File: src/rtl/Parameters.sv
// Shared LZSS definitions used by the bit packer and the encoder.
//   DEFAULT_OFFSET_BITS / DEFAULT_LENGTH_BITS / DEFAULT_MIN_MATCH :
//     default match field geometry.
//   LITERAL_BITS   : size of an encoded literal (flag + byte).
//   packer_state_e : bit packer FSM states.
//   max_token_bits : widest token the packer may be asked to append.
package Parameters;

  localparam int DEFAULT_OFFSET_BITS = 6;
  localparam int DEFAULT_LENGTH_BITS = 3;
  localparam int DEFAULT_MIN_MATCH   = 4;
  localparam int LITERAL_BITS        = 9;

  typedef enum logic [1:0] {
    PACK  = 2'd0,
    FLUSH = 2'd1,
    DRAIN = 2'd2
  } packer_state_e;

  function automatic int max_token_bits(input int offset_bits, input int length_bits);
    int match_bits;
    match_bits = 1 + offset_bits + length_bits;
    return (match_bits > LITERAL_BITS) ? match_bits : LITERAL_BITS;
  endfunction

endpackage

File: src/rtl/lzss_token_format.sv
// Combinational token encoder for the LZSS bit packer.
// Ports:
//   data_in    : {length[7:0], offset[15:0]} for a match, literal byte in [7:0]
//   literal    : 1 = literal token, 0 = match token
//   token_bits : encoded token, left-justified (first bit at the MSB)
//   token_len  : number of valid bits in token_bits
//   illegal    : match length or offset cannot be represented
module lzss_token_format
  import Parameters::*;
#(
  parameter int OFFSET_BITS = DEFAULT_OFFSET_BITS,
  parameter int LENGTH_BITS = DEFAULT_LENGTH_BITS,
  parameter int MIN_MATCH   = DEFAULT_MIN_MATCH,
  parameter int TOK_W       = max_token_bits(DEFAULT_OFFSET_BITS, DEFAULT_LENGTH_BITS),
  parameter int LEN_W       = 7
) (
  input  logic [23:0]      data_in,
  input  logic             literal,
  output logic [TOK_W-1:0] token_bits,
  output logic [LEN_W-1:0] token_len,
  output logic             illegal
);

  localparam int MATCH_W = 1 + OFFSET_BITS + LENGTH_BITS;
  localparam logic [7:0] MIN_LEN = 8'(MIN_MATCH);
  localparam logic [7:0] MAX_LEN = 8'(MIN_MATCH + (1 << LENGTH_BITS) - 1);

  logic [7:0]             length;
  logic [15:0]            offset;
  logic [LENGTH_BITS-1:0] biased;

  assign length = data_in[23:16];
  assign offset = data_in[15:0];
  assign biased = LENGTH_BITS'(length - MIN_LEN);

  // Tokens are left-justified so the packer can place them with a single
  // right shift by the current fill level.
  always_comb begin
    token_bits = '0;
    token_len  = '0;
    illegal    = 1'b0;
    if (literal) begin
      token_bits = TOK_W'({1'b1, data_in[7:0]}) << (TOK_W - LITERAL_BITS);
      token_len  = LEN_W'(LITERAL_BITS);
    end else begin
      token_bits = TOK_W'({1'b0, offset[OFFSET_BITS-1:0], biased}) << (TOK_W - MATCH_W);
      token_len  = LEN_W'(MATCH_W);
      illegal    = (length < MIN_LEN) || (length > MAX_LEN) || (|(offset >> OFFSET_BITS));
    end
  end

endmodule

File: src/rtl/lzss_bit_packer.sv
// Packs LZSS literal/match tokens into an MSB-first stream of fixed-width words.
// Ports:
//   clk, rst_   : clock, asynchronous active-low reset
//   data_in, literal, data_valid, in_ready : token input (no stall on encoder side)
//   flush       : pad and emit the final partial word
//   word_out, word_valid, word_ready       : packed word output handshake
//   flush_done  : one-cycle pulse once a flush has fully drained
//   err         : sticky, [0] token dropped on overflow, [1] illegal match
module lzss_bit_packer
  import Parameters::*;
#(
  parameter int OFFSET_BITS = DEFAULT_OFFSET_BITS,
  parameter int LENGTH_BITS = DEFAULT_LENGTH_BITS,
  parameter int MIN_MATCH   = DEFAULT_MIN_MATCH,
  parameter int WORD_WIDTH  = 32
) (
  input  logic                  clk,
  input  logic                  rst_,
  input  logic [23:0]           data_in,
  input  logic                  literal,
  input  logic                  data_valid,
  output logic                  in_ready,
  input  logic                  flush,
  output logic [WORD_WIDTH-1:0] word_out,
  output logic                  word_valid,
  input  logic                  word_ready,
  output logic                  flush_done,
  output logic [1:0]            err
);

  localparam int ACC_W  = 2 * WORD_WIDTH;
  localparam int FILL_W = $clog2(ACC_W) + 1;
  localparam int TOK_W  = max_token_bits(OFFSET_BITS, LENGTH_BITS);
  localparam logic [FILL_W-1:0] READY_LIMIT = FILL_W'(ACC_W - TOK_W);
  localparam logic [FILL_W-1:0] WORD_FILL   = FILL_W'(WORD_WIDTH);

  packer_state_e     state, state_next;
  logic [ACC_W-1:0]  acc, acc_next, acc_merged;
  logic [FILL_W-1:0] fill, fill_next, fill_merged;
  logic [1:0]        err_next;
  logic [TOK_W-1:0]  token_bits;
  logic [FILL_W-1:0] token_len;
  logic              illegal;
  logic              token_accept, token_append, word_xfer;

  lzss_token_format #(
    .OFFSET_BITS (OFFSET_BITS),
    .LENGTH_BITS (LENGTH_BITS),
    .MIN_MATCH   (MIN_MATCH),
    .TOK_W       (TOK_W),
    .LEN_W       (FILL_W)
  ) u_token_format (
    .data_in    (data_in),
    .literal    (literal),
    .token_bits (token_bits),
    .token_len  (token_len),
    .illegal    (illegal)
  );

  // rst_ is folded in so in_ready reads 0 while reset is held, yet rises
  // immediately on release without waiting for a clock edge.
  assign in_ready     = rst_ && (state == PACK) && (fill <= READY_LIMIT);
  assign token_accept = data_valid && in_ready;
  assign token_append = token_accept && !illegal;

  // Unused accumulator bits are always zero, so a partial word in FLUSH is
  // already zero-padded on its LSB side.
  assign word_valid = ((state == PACK) && (fill >= WORD_FILL)) ||
                      ((state == FLUSH) && (fill != '0));
  assign word_out   = acc[ACC_W-1 -: WORD_WIDTH];
  assign word_xfer  = word_valid && word_ready;
  assign flush_done = (state == DRAIN);

  // Append first (below the oldest bits), then retire a word; doing both in
  // one cycle keeps a continuous stream lossless.
  always_comb begin
    acc_merged  = acc;
    fill_merged = fill;
    if (token_append) begin
      acc_merged  = acc | ((ACC_W'(token_bits) << (ACC_W - TOK_W)) >> fill);
      fill_merged = fill + token_len;
    end

    acc_next  = acc_merged;
    fill_next = fill_merged;
    if (word_xfer) begin
      acc_next  = acc_merged << WORD_WIDTH;
      fill_next = (fill_merged >= WORD_FILL) ? fill_merged - WORD_FILL : '0;
    end

    err_next = err;
    if (data_valid && !in_ready) err_next[0] = 1'b1;
    if (token_accept && illegal) err_next[1] = 1'b1;

    state_next = state;
    case (state)
      PACK: begin
        if (flush) state_next = (fill_next == '0) ? DRAIN : FLUSH;
      end
      FLUSH: begin
        if (fill_next == '0) state_next = DRAIN;
      end
      DRAIN: begin
        state_next = PACK;
        acc_next   = '0;
        fill_next  = '0;
      end
      default: state_next = PACK;
    endcase
  end

  always_ff @(posedge clk or negedge rst_) begin
    if (!rst_) begin
      state <= PACK;
      acc   <= '0;
      fill  <= '0;
      err   <= '0;
    end else begin
      state <= state_next;
      acc   <= acc_next;
      fill  <= fill_next;
      err   <= err_next;
    end
  end

endmodule
File: config.mk
export PLATFORM = sky130hd
export DESIGN_NAME = lzss_bit_packer
export DESIGN_NICKNAME = d
export VERILOG_FILES = /design/src/rtl/Parameters.sv /design/src/rtl/lzss_token_format.sv /design/src/rtl/lzss_bit_packer.sv
export SDC_FILE = /design/constraint.sdc
export NUM_CORES = 1
export LEC_CHECK = 0
export CELL_PAD_IN_SITES_DETAIL_PLACEMENT = 0
export CELL_PAD_IN_SITES_GLOBAL_PLACEMENT = 1
export CORE_ASPECT_RATIO = 0.8
export CORE_MARGIN = 4
export CORE_UTILIZATION = 38
export DETAILED_ROUTE_END_ITERATION = 12
export PLACE_DENSITY = 0.8
export SETUP_SLACK_MARGIN = 0.2
export SLEW_MARGIN = 0
export SYNTH_ARGS = -nofsm -noshare
export SYNTH_HDL_FRONTEND = slang
export SYNTH_HIERARCHICAL = 1
export SYNTH_SLANG_ARGS = --single-unit
File: constraint.sdc
create_clock -name clk -period 3 [get_ports clk]
set_clock_uncertainty 0.05 [all_clocks]
set_input_delay 0.6 -clock clk [delete_from_list [all_inputs] [get_ports clk]]
set_output_delay 0.6 -clock clk [all_outputs]
set_load 0.01 [all_outputs]
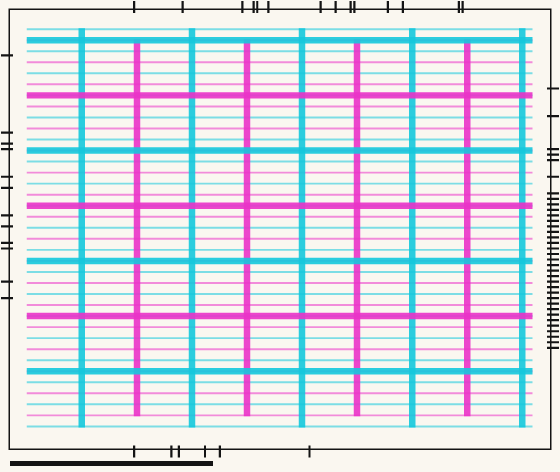
Fig. 1. Power grid.
Scale bar: 50 µm. Pins as bars on the die edge.
Key: cyan = VSS; magenta = VDD
67 signal pins sit on the boundary. The core has 36 rows.
Max VDD drop: 0.344 mV
die y size: 108 µm
Die X: 133 µm
Core Box Area: 12200 µm²

==> results.toml <==
# flow metrics
[timing]
worst_pin_slew_ns = 0.820
finalMaxSlewViolations = 0
fin_ws_ns = -0.162
rsz0062_at_grt = "yes"
hold_violations = 0
fmax_mhz = 316
slew_headroom = 0.453
final.period_utilization = 1.05
min_period_ns = 3.16
setup_viol = 3
hold_slack_ns = 0.190

[yosys]
ys_sh_xor = 0.00552
synthTopCellsByArea = "dfrtp_1 (39%), a21oi_1 (6.7%), buf_4 (6.2%), o22ai_1 (5.8%), nor2_1 (4.3%)"
ys_sh_mux = 0.0655
topCombFamilyByArea = "AND-OR/OR-AND gates"
ys_cells = 517
ys_sh_aoi = 0.266
netlist_area_um2 = 4760
synth_chip_area_um2 = 4760
synth_flops = 75
synthFlopType = "dfrtp_1"
yosys.area_share.adder = 0.0226
syn_inst = 517
synth.avg_cell_area_um2 = 9.20
ys_seq_share = 0.394
synth-edff-count = 0
netlist.area_leader.share = 0.394
ys_warn_count = 6
synthDistinctLibCells = 75
async_reset_ff_frac = 1.00
yosys.area_share.simple = 0.141
top_area_cell = "dfrtp_1"

[grt]
grt_util_met1 = 0.281
overflow = 0
grt_pass1_vias = 4224
grt_start_max_net_pins = 64
grt_pass1_wl_mm = 22.6
met2_usage = 0.300
grt_usage = 0.197
antenna_found_initial = 0
top_usage_layer = "met2"

[die]
rows = 36
design.portCount = 67
fp_util = 0.390
die-area_um2 = 14400

[placed_design]
post-place-ws_ns = -0.854
hpwl_mm = 9.92
placedCellCount = 751
place.port_buffers = 66
routabilityCongestion = 0.851

[clock_tree]
cts_tree = "built"
clock_latency_ns = 0.34
cts_hold_buf = 0
cts_made_buffers = 9
cts-root-buf = "clkbuf_16"
h-tree-depth = 3
cts_buffer_depth = 2
cts.sinks = 75
path_clk_slew_ns = 0.06

[critical_path]
start_kind = "primary input"
setup.worst_path.class = "in -> reg"
required_ns = 3.23
crit_start = "data_in[21]"
r2r-start = "fill[2]"
cp.arrival_ns = 3.40
crit_path_end_kind = "flop"
critPathMaxFanout = 3

[routing]
ant_nets = 0
wl_per_cell_um = 18.4
dr.first_iter.drc_count = 352
drc = 0
viasPerCell = 5.61
firstDrtPassIters = 5

[cells_and_area]
final_cells = 782
antennaDiodeCount = 0
area_growth_pct = 35.6
nNetsFinal = 645
postLayoutCoreUtil = 0.528
drive_gt1_frac = 0.273

[pwr]
p_leak_nw = 2.74
power.density_nw_per_um2 = 906

[outcome]
violations = "negative setup slack"
status = "finished with violations"

[job]
maxCapViolCount = 0
tool_warnings = 29

[min_path]
hold_path_class = "in -> async"
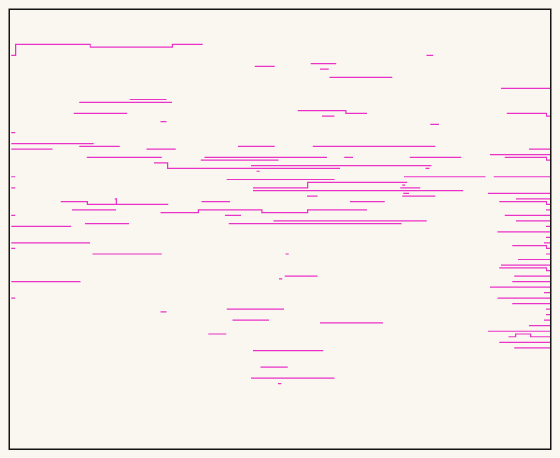
Fig. 2. M3 wires.
The longest straight run is 51.5 µm. The layer holds 8.5% of the routed length. The wires run mostly horizontal. The layer carries 1210 µm of wire. 89 nets have wire on it.
met3 Resource Use GR: 0.0502
final WL: 14.4 mm
DR vias: 4384

-- cell families (layout without fill, tap and decap cells) --
kind of cell,after synthesis,after routing
flops,75,75
xor+xnor,3,3
simple gates,128,128
fa+ha+maj,8,8
buf+inv,84,175
other cells,2,5
compound gates,190,190
mux,27,27
-- cell usage in the layout (no fill, tap or decap), drive strengths merged, types with 10 or more instances in the layout --
cell,netlist,final
mux2,10,10
a21oi,64,64
o21ai,17,17
buf,56,83
dfrtp,75,75
mux2i,15,15
nand2,27,27
clkbuf,13,13
clkdlybuf4s50,0,58
o22ai,45,45
nor2,56,56
inv,14,14
a31oi,11,11
-- layout make-up --
class | instances | area (µm²)
Tap cell | 171 | 214
Clock inverter | 2 | 60.1
Timing Repair Buffer | 145 | 1360
Multi-Input combinational cell | 361 | 2640
Fill cell | 1102 | 5760
Inverter | 15 | 56.3
Sequential cell | 75 | 1880
Clock buffer | 13 | 250
-- sequential cells by signal, summed over array words and instances, names as in the netlist --
register,cells
fill,7
err,2
state,2
acc,64
-- path summary, 6_finish.rpt --
kind                                  to  slack [ns]  cells past startpoint
worst max-delay path            state[1]       -0.16                     14
worst min-delay path              err[1]        0.19                      2
worst max register to register  state[1]        0.05                     11
worst min register to register   acc[21]        0.43                      2
max in group asynchronous        acc[48]        1.66                      3
min in group clk                 acc[21]        0.43                      2
-- worst max-delay path, stage by stage --
cell and delay (ns):
buf_6 0.09, or4_4 0.53, nor4_4 0.23, a31oi_2 0.14, nor2b_2 0.24, o211ai_2 0.15, a31oi_2 0.20, or2_1 0.16
inv_2 0.05, ha_4 0.26, o211ai_1 0.14, o31a_1 0.33, o32ai_2 0.11, o211a_1 0.17
-- what timing repair did --
item                       in CTS  in global routing
setup endpoints to repair      74                 45
setup buffers                  13                  3
pin swaps                      12                 15
resized                        43                 30
hold endpoints to repair        0                  0
-- synthesized netlist by cell type, drive strengths merged (10+ instances only) --
library cell and count:
mux2 10, nand2 27, o21ai 17, dfrtp 75, a21oi 64, nor2 56, mux2i 15, inv 14
buf 56, o22ai 45, a31oi 11, clkbuf 13
-- where the power goes --
part,internal (W),switching (W)
logic,0.00147,0.00193
registers,0.00116,0.000136
clock network,0.000747,0.000405
total,0.00338,0.00247
-- through the flow --
| stage | power (W) | cell area (µm²) | TNS (ns) |
|---|---|---|---|
| floorplan | 0.00323 | 4780 | -0.778 |
| global placement | 0.00424 | 5740 | -26.25 |
| detailed placement | 0.00430 | 5740 | -27.88 |
| CTS | 0.00562 | 6250 | -0.395 |
| global route | 0.00619 | 6450 | -0.854 |
| finish | 0.00584 | 6450 | -0.471 |
-- routing by layer --
metal | vias to the layer above | share of wire
met2 | 156 | 0.45
met1 | 2154 | 0.46
met5 | - | 0
met3 | 19 | 0.084
met4 | 0 | 0.011
li1 | 2055 | -
Power figures rest on the tool's default switching activity, not on a simulated workload.
